run_1/pinout.png
The bar under the picture is 10 um long. Pins as bars across the die edge, other pins in gray.
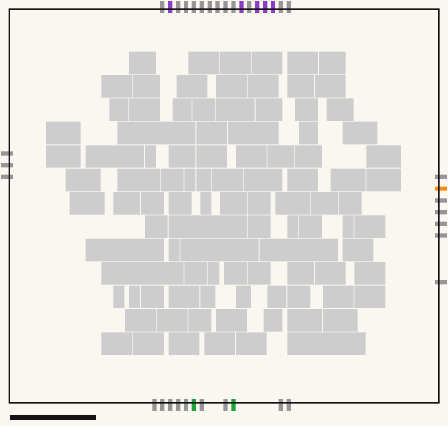
run_1/layers.png
The bar under the picture is 10 um long.
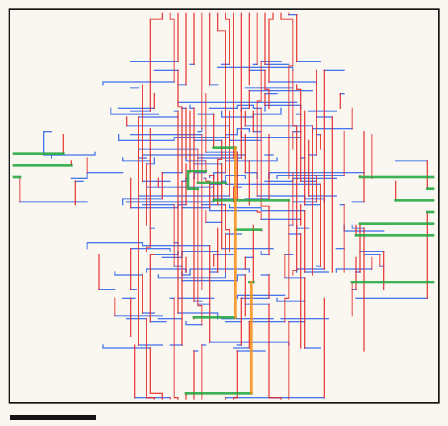
run_1/placed.png
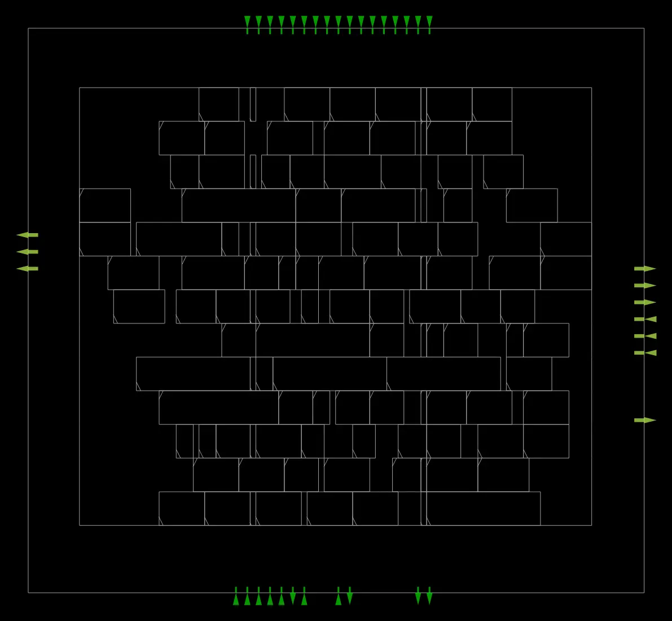
run_1/sizing.png
The bar under the picture is 10 um long.
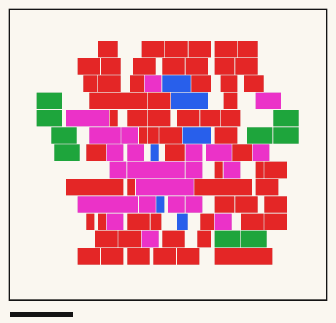
## config.mk

```make
export PLATFORM = sky130hd
export DESIGN_NAME = pipeline_hazard_ctrl
export DESIGN_NICKNAME = d
export VERILOG_FILES = /design/src/rtl/riscvibe_pkg.sv /design/src/rtl/hazard_perf_cnt.sv /design/src/rtl/pipeline_hazard_ctrl.sv
export SDC_FILE = /design/constraint.sdc
export NUM_CORES = 1
export LEC_CHECK = 0
export CORE_ASPECT_RATIO = 0.9
export CORE_MARGIN = 4
export CORE_UTILIZATION = 27
export DETAILED_ROUTE_END_ITERATION = 10
export PLACE_DENSITY = 0.8
export SYNTH_ARGS = -nofsm -noshare
export SYNTH_HDL_FRONTEND = slang
export SYNTH_SLANG_ARGS = --single-unit
```

## constraint.sdc

```tcl
create_clock -name clk -period 1.5 [get_ports clk]
set_input_delay 0.15 -clock clk [delete_from_list [all_inputs] [get_ports clk]]
set_output_delay 0.15 -clock clk [all_outputs]
set_load 0.02 [all_outputs]
```

## src/rtl/riscvibe_pkg.sv

```systemverilog
// riscvibe_pkg: shared hazard-controller FSM state type and load-use detection helper.
package riscvibe_pkg;

   typedef enum logic [1:0] {
      RUN      = 2'd0,
      MEM_WAIT = 2'd1,
      EX_WAIT  = 2'd2
   } hazard_state_t;

   localparam int REG_AW = 5;

   function automatic logic load_use_hit(
      input logic              ex_valid,
      input logic              ex_mem_read,
      input logic [REG_AW-1:0] ex_rd,
      input logic              id_valid,
      input logic              uses_rs1,
      input logic [REG_AW-1:0] rs1,
      input logic              uses_rs2,
      input logic [REG_AW-1:0] rs2
   );
      return ex_valid && ex_mem_read && id_valid && ex_rd != '0 &&
             ((uses_rs1 && rs1 == ex_rd) || (uses_rs2 && rs2 == ex_rd));
   endfunction

endpackage

```

## src/rtl/hazard_perf_cnt.sv

```systemverilog
// hazard_perf_cnt: saturating counters of stall cycles and front-end flush cycles.
module hazard_perf_cnt (
   input  logic        clk,
   input  logic        rst_n,
   input  logic        stall,
   input  logic        flush,
   output logic [31:0] stall_cycles,
   output logic [31:0] flush_count
);

   always_ff @(posedge clk or negedge rst_n) begin
      if (!rst_n) begin
         stall_cycles <= '0;
         flush_count  <= '0;
      end else begin
         if (stall && !(&stall_cycles)) stall_cycles <= stall_cycles + 32'd1;
         if (flush && !(&flush_count)) flush_count <= flush_count + 32'd1;
      end
   end

endmodule

```

## src/rtl/pipeline_hazard_ctrl.sv

```systemverilog
// pipeline_hazard_ctrl: stall/flush/redirect control for a 5-stage pipeline with memory and multi-cycle waits.
// Defining HAZARD_PERF_EN adds saturating perf counter outputs.
module pipeline_hazard_ctrl
   import riscvibe_pkg::*;
(
   input  logic              clk,
   input  logic              rst_n,
   input  logic [REG_AW-1:0] id_rs1_addr,
   input  logic [REG_AW-1:0] id_rs2_addr,
   input  logic              id_uses_rs1,
   input  logic              id_uses_rs2,
   input  logic              id_valid,
   input  logic [REG_AW-1:0] id_ex_rd_addr,
   input  logic              id_ex_mem_read,
   input  logic              id_ex_valid,
   input  logic              ex_branch_taken,
   input  logic              ex_mc_start,
   input  logic              ex_mc_done,
   input  logic              dmem_req,
   input  logic              dmem_ack,
   output logic              stall_if,
   output logic              stall_id,
   output logic              stall_ex,
   output logic              stall_mem,
   output logic              flush_id,
   output logic              flush_ex,
   output logic              flush_mem,
   output logic              flush_wb,
   output logic              redirect_en,
   output logic [1:0]        ctrl_state
`ifdef HAZARD_PERF_EN
   ,
   output logic [31:0]       perf_stall_cycles,
   output logic [31:0]       perf_flush_count
`endif
);

   hazard_state_t state, st;
   logic br_pend, lu_prev;
   logic mem_pend, mem_wait, ex_wait, busy, br, do_br, do_lu, lu;

   // the unused encoding 3 falls back to RUN
   assign st       = (state == MEM_WAIT || state == EX_WAIT) ? state : RUN;
   assign mem_pend = dmem_req && !dmem_ack;
   assign mem_wait = st == MEM_WAIT || (st == RUN && mem_pend);
   assign ex_wait  = st == EX_WAIT;
   assign busy     = mem_wait || ex_wait;
   assign br       = ex_branch_taken || br_pend;
   assign lu       = load_use_hit(id_ex_valid, id_ex_mem_read, id_ex_rd_addr, id_valid,
                                  id_uses_rs1, id_rs1_addr, id_uses_rs2, id_rs2_addr);
   assign do_br    = !busy && br;
   assign do_lu    = !busy && !br && lu && !lu_prev;

   always_comb begin
      stall_if    = rst_n && (busy || do_lu);
      stall_id    = rst_n && (busy || do_lu);
      stall_ex    = rst_n && busy;
      stall_mem   = rst_n && (mem_wait || (ex_wait && mem_pend));
      flush_id    = rst_n && do_br;
      flush_ex    = rst_n && (do_br || do_lu);
      flush_mem   = rst_n && ex_wait;
      flush_wb    = rst_n && (mem_wait || (ex_wait && mem_pend));
      redirect_en = rst_n && do_br;
      ctrl_state  = st;
   end

   // a branch seen while waiting is held until the first free RUN cycle
   always_ff @(posedge clk or negedge rst_n) begin
      if (!rst_n) begin
         state   <= RUN;
         br_pend <= 1'b0;
         lu_prev <= 1'b0;
      end else begin
         state   <= (st == RUN)      ? (mem_pend ? MEM_WAIT : (ex_mc_start && !ex_mc_done) ? EX_WAIT : RUN) :
                    (st == MEM_WAIT) ? (dmem_ack ? RUN : MEM_WAIT) :
                                       ((ex_mc_done && !mem_pend) ? RUN : EX_WAIT);
         br_pend <= busy && br;
         lu_prev <= do_lu;
      end
   end

`ifdef HAZARD_PERF_EN
   hazard_perf_cnt u_perf (
      .clk          (clk),
      .rst_n        (rst_n),
      .stall        (busy || do_lu),
      .flush        (do_br || do_lu),
      .stall_cycles (perf_stall_cycles),
      .flush_count  (perf_flush_count)
   );
`endif

endmodule

```

==> results_dict.tcl, run 1 <==
# yosys + openroad results
set metrics [dict create \
    timing.rr.end "br_pend$_DFF_PN0_" \
    ant_nets 0 \
    ctsResizeCount 57 \
    power.share.combinational 0.756 \
    grtUsageMet1 0.174 \
    maxCapViolations 0 \
    violations "negative setup slack" \
    drt_iter0_drc 6 \
    drc 0 \
    top_area_cell "dfrtp_1" \
    clkLatencyLatePin_ps 250 \
    fin_ws_ps -388 \
    synth.top_cell.area_share 0.236 \
    grt_pass1_wl_um 2650 \
    ys_sh_adder 0.0590 \
    edf_count 0 \
    n_antenna_cell 0 \
    final_layout_top_logic_cells "clkdlybuf4s50_1 (24), buf_4 (12), buf_6 (9)" \
    chipArea_um2 2270 \
    xor_area_frac 0.206 \
    num_vias 548 \
    critPathKind "register to output port" \
    crit_end "flush_ex" \
    setup_tns_ps -2330 \
    pin_count 38 \
    path_clk_slew_ps 50 \
    layout_top_cell "clkdlybuf4s50_1" \
    areaGrowthSynthToFinish_pct 137 \
    top_cells_by_area "dfrtp_1 (24%), xor2_1 (17%), ha_1 (5.9%)" \
    maxPowerGroup "combinational cells" \
    reg2reg_depth 6 \
    synth_nets 78 \
    hold_viol 0 \
    grt_util_met2 0.288 \
    dp_hpwl_um 1320 \
    seq-power_w 0.000173 \
    cp.depth 7 \
    finalCritPeriodShare 1.26 \
    avgRoutedWirePerCell_um 15.3 \
    max_freq_ghz 0.530 \
    p_switching_w 0.000554 \
    cp_top_family "AND-OR/OR-AND gates" \
    slew_violations 0 \
    power_density_nw_per_um2 1330 \
    setup-violations-final 8 \
    crit_path_cell_trace "inv_2 -> ha_4 -> a311oi_4 -> buf_4 -> nand2_4 -> o22ai_2 -> buf_6" \
    die_width_um 49.8 \
    ys_cells 49 \
    cts.hold.buffers_added 0 \
    synthTopLogicFamily "simple AND/OR/NAND/NOR gates" \
    grt_setup_unrepaired "true" \
    root_buffer "clkbuf_4" \
    ys_types 24 \
    hold_class "input pin to asynchronous set/reset pin" \
    top_layer "met4" \
    synth.most_common_cell "xor2_1" \
    setup.worst_path.start "state[1]$_DFF_PN0_" \
    sw_frac_of_total 0.412 \
    clock_net_power_w 0.000155 \
    netlist_area_um2 424 \
    ys_sh_mux 0.0472 \
    outcome "complete, but fails checks" \
    ff2ff_setup_slack_ps 150 \
    worst_slew_pin_slew_ps 314 \
    antenna_found_initial 0 \
    cts_buffer_depth 2 \
    irDropWorstVdd_mv 0.872 \
    cts-htree-levels 1 \
    syn_inst 49 \
    post-route-cell-area_um2 1010 \
    crit_buf_inv 3 \
    p_leak_nw 0.453 \
    use_met3 0.0459 \
    seqPwrFrac 0.129 \
    worstPathRequired_ps 1350 \
    crit_path_top_delay_cell "dfrtp_1" \
    synth_warnings 0 \
    timing.rr.start "state[1]$_DFF_PN0_" \
    cp.arrival_ps 1740 \
    placed_area_um2 945 \
    wl_met1_um 661 \
    dieHeight_um 45.6 \
    clock_skew_ps 5.63 \
    worst_path_largest_cell_delay_ps 410 \
    fp.coreArea_um2 1460 \
    cp-start-kind "register" \
    clkSinkCount 4 \
    crit_fanout 3 \
    cts_tree "done" \
    fp_util 0.290 \
    tool_warnings 30 \
    grt.total_usage 0.160 \
    ys_ff 4 \
    ys_async_sr_fraction 1.00 \
    layout.nets 130 \
    io_buffers 37 \
    synthTopCellsByCount "xor2_1 (8), nor2_1 (5), dfrtp_1 (4)" \
    cp-end-kind "output port" \
    clkPwrFrac 0.115 \
    grt_overflow 0 \
    drt-total-wl_um 1750 \
    intPower_w 0.000790 \
    vias_per_cell 4.81 \
    globalplace.congestion 0.759 \
    post-cts-setup-buffers 1 \
]
## Picture notes: pinout.png
| color | port | pins | direction | edge |
|---|---|---|---|---|
| orange | flush_id | 1 | output | east |
| purple | id_rs2_addr | 5 | input | north |
| green | ctrl_state | 2 | output | south |

## Picture notes: layers.png
| color | layer | wire length |
|---|---|---|
| green | M3 | 89.7 um |
| blue | M1 | 661 um |
| orange | M4 | 32.6 um |
| red | M2 | 963 um |

## Picture notes: placed.png
fraction of area in registers: 0.0994
Core Rows: 13
post-layout util: 0.688
Well Taps: 15

## Picture notes: sizing.png
| color | size | cells | share |
|---|---|---|---|
| blue | x2 | 6 | 6.1% |
| magenta | x3 and x4 | 22 | 22% |
| red | x1 and smaller | 62 | 63% |
| green | x6 and larger | 9 | 9.1% |

## run 1: area by class of cell
| type | instances | area [um2] |
|---|---|---|
| Tap cell | 15 | 18.8 |
| Inverter | 3 | 11.3 |
| Sequential cell | 4 | 100 |
| Timing Repair Buffer | 50 | 474 |
| Fill cell | 104 | 457 |
| Multi-Input combinational cell | 39 | 380 |
| Clock buffer | 3 | 22.5 |
## run 1: state kept, by name (all words and copies together) (netlist names)
signal and cells:
lu_prev 1, state 2, br_pend 1
## run 1: metrics by stage
stage	setup slack [ps]	hold WS, ps	util	cells	total power, W
after floorplan	-145	-146	-	49	0.000729
after global placement	-811	617	0.645	109	0.00107
after detailed placement	-819	636	0.645	109	0.00110
after CTS	-421	371	0.668	113	0.00129
after global routing	-435	442	0.688	114	0.00143
final	-388	413	0.688	114	0.00134
## Run 2: what changed since run 1
--- a/config.mk
+++ b/config.mk
@@ -9,6 +9,7 @@
 export CORE_MARGIN = 4
 export CORE_UTILIZATION = 27
 export DETAILED_ROUTE_END_ITERATION = 10
+export GPL_ROUTABILITY_DRIVEN = 1
 export PLACE_DENSITY = 0.8
 export SYNTH_ARGS = -nofsm -noshare
 export SYNTH_HDL_FRONTEND = slang
run_2/sizing.png
The bar under the picture is 10 um long.
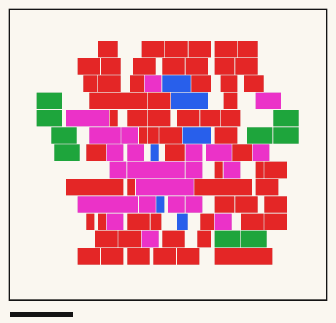
| color | size | cells | share |
|---|---|---|---|
| red | x1 and smaller | 62 | 63% |
| magenta | x3 and x4 | 22 | 22% |
| blue | x2 | 6 | 6.1% |
| green | x6 and larger | 9 | 9.1% |
fin area: 1010 um2
Synth-to-Final Area Change: 137%
slack of the critical path: -388 ps
nonclk buf count: 50

run_2/m3.png
The bar under the picture is 10 um long.
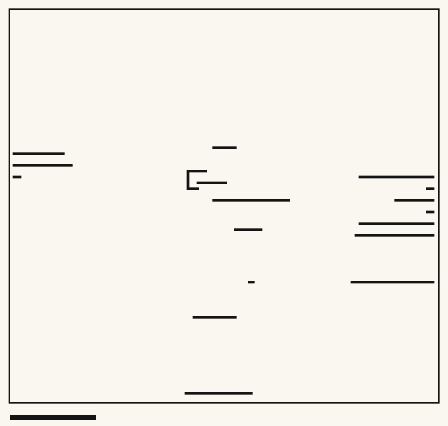
longest straight run: 9.40 um
nets with wire on the layer: 15
main direction: horizontal
met3 usage: 0.0459
final WL: 1750 um
DR vias: 548

==> run 2 against run 1 <==
  * Critical endpoint unchanged
  * Cell area did not move
  * Combinational power barely moved
  * Critical path type unchanged
  * Largest power group unchanged
  * Sequential power barely moved
  * Die area did not move
  * Count of clock-buffer cells in the layout did not move
  * Final cell count did not move
  * Fmax did not move
  * Highest routed layer unchanged
  * Synthesized cell count did not move
  * The flow still finishes with violations (negative setup slack)
  * Total power did not move
  * Synthesized area did not move
==> results_dict.tcl, run 2 <==
# yosys + openroad results
set metrics [dict create \
    grt_max_degree 8 \
    buffer_area_frac 0.471 \
    final_layout_top_logic_cells "clkdlybuf4s50_1 (24), buf_4 (12), buf_6 (9)" \
    crit_path_cell_trace "inv_2 -> ha_4 -> a311oi_4 -> buf_4 -> nand2_4 -> o22ai_2 -> buf_6" \
    clkPwrFrac 0.115 \
    fp-row-count 13 \
    ys_async_sr_fraction 1.00 \
    worstPathRequired_ps 1350 \
    biggestCellCategory "non-clock buffers" \
    pre_cts_slack_ps -819 \
    critPathKind "register to output port" \
    synth_nets 78 \
    ys_sh_adder 0.0590 \
    yosys.area_share.simple 0.233 \
    grt_setup_unrepaired "true" \
    aoi_share 0.139 \
    ys_types 24 \
    clkLatencyLatePin_ps 250 \
    cts_buffer_depth 2 \
    dp.cells 109 \
    path_clk_slew_ps 50 \
    crit_fanout 3 \
    maxPowerGroup "combinational cells" \
    nNonClkInverters 3 \
    dieHeight_um 45.6 \
    tool_warnings 30 \
    avgSynthCellArea_um2 8.66 \
    ys_cells 49 \
    nClkBuffers 3 \
    grtUsageMet1 0.174 \
    synth.most_common_cell "xor2_1" \
    crit_end "flush_ex" \
    antenna_found_initial 0 \
    cp-start-kind "register" \
    final_cells 114 \
    grt_pass1_vias 574 \
    grt.busiest_layer "met2" \
    grt_util_met2 0.288 \
    power_density_nw_per_um2 1330 \
    power_w 0.00134 \
    netlist_area_um2 424 \
    largest_register_ffs 2 \
    root_buffer "clkbuf_4" \
    seqPwrFrac 0.129 \
    top_area_cell "dfrtp_1" \
    comb_cells 39 \
    wl_met1_um 661 \
    setup.worst_path.start "state[1]$_DFF_PN0_" \
    cts_tree "done" \
    ff_type "dfrtp_1" \
    seq-power_w 0.000173 \
    cp-end-kind "output port" \
    ys_sh_mux 0.0472 \
    grt_overflow 0 \
    worst_slew_pin_slew_ps 314 \
    well_tap_count 15 \
    flop_area_um2 100 \
    layout_top_cell "clkdlybuf4s50_1" \
    reg2reg_depth 6 \
    cp_top_family "AND-OR/OR-AND gates" \
    drt_iter0_drc 6 \
    p_leak_nw 0.453 \
    top_cells_by_area "dfrtp_1 (24%), xor2_1 (17%), ha_1 (5.9%)" \
    fp_util 0.290 \
    dp_hpwl_um 1320 \
    hold_viol 0 \
    first_pass_iters 4 \
    final-clk-cell-share 0.0224 \
    top_layer "met4" \
    synth_warnings 0 \
    outcome "complete, but fails checks" \
    irDropWorstVdd_mv 0.872 \
    n_antenna_cell 0 \
    slew_violations 0 \
    cts.hold.buffers_added 0 \
    ys_ff 4 \
    grt.total_usage 0.160 \
    avgRoutedWirePerCell_um 15.3 \
    drc 0 \
    fillers 104 \
    fp.coreArea_um2 1460 \
    top_regs "state: 2 flops, br_pend: 1 flops, lu_prev: 1 flops" \
    synthTopLogicFamily "simple AND/OR/NAND/NOR gates" \
    cp.arrival_ps 1740 \
    xor_area_frac 0.206 \
    clock_net_power_w 0.000155 \
    vias_per_cell 4.81 \
    setup_tns_ps -2330 \
    intPower_w 0.000790 \
    synth.top_cell.area_share 0.236 \
    ff2ff_setup_slack_ps 150 \
    fin_ws_ps -388 \
    finalCritPeriodShare 1.26 \
    crit_path_top_delay_cell "dfrtp_1" \
    io_buffers 37 \
    min_period_ps 1890 \
    timing.rr.start "state[1]$_DFF_PN0_" \
    maxCapViolations 0 \
    hold_class "input pin to asynchronous set/reset pin" \
    p_switching_w 0.000554 \
    clock_skew_ps 5.63 \
    setup-violations-final 8 \
    sw_frac_of_total 0.412 \
    timing.rr.end "br_pend$_DFF_PN0_" \
    clkSinkCount 4 \
    synthTopCellsByCount "xor2_1 (8), nor2_1 (5), dfrtp_1 (4)" \
    worst_path_largest_cell_delay_ps 410 \
    die_width_um 49.8 \
    syn_inst 49 \
    layout.nets 130 \
    cts-htree-levels 1 \
    globalplace.congestion 0.759 \
    violations "negative setup slack" \
    sh_comb_area 0.378 \
    grt_pass1_wl_um 2650 \
    chipArea_um2 2270 \
    mi_logic_area_um2 380 \
    largest_register "state" \
    power.share.combinational 0.756 \
    seq_share 0.0994 \
    ant_nets 0 \
    pin_count 38 \
    edf_count 0 \
    seq_cells 4 \
    crit_buf_inv 3 \
    cp.depth 7 \
    max_freq_ghz 0.530 \
    final_util 0.688 \
]
==> run 2: cell counts in the layout (fill, tap and decap cells not counted) <==
Identical to the previous run, type by type.
==> run 2: worst register-to-register path, delay by kind of cell, from the launching register on <==
family	cells	cell delay, ps
simple gates	1	40
compound gates	1	270
fa+ha+maj	1	160
flops	1	410
buf+inv	3	340
==> run 2: metrics by stage <==
step | instance area [um2] | hold slack [ps]
2_1_floorplan | 503 | -146
3_3_place_gp | 945 | 617
3_5_place_dp | 945 | 636
4_1_cts | 978 | 371
5_1_grt | 1010 | 442
6_report | 1010 | 413
==> run 2: what timing repair did <==
action | in CTS | in global routing
gates cloned | 0 | 0
gates resized | 57 | 5
setup endpoints to repair | 12 | 11
hold endpoints to repair | 0 | 0
setup buffers | 1 | 1
pin swaps | 1 | 2
Power and IR drop assume default switching activity.
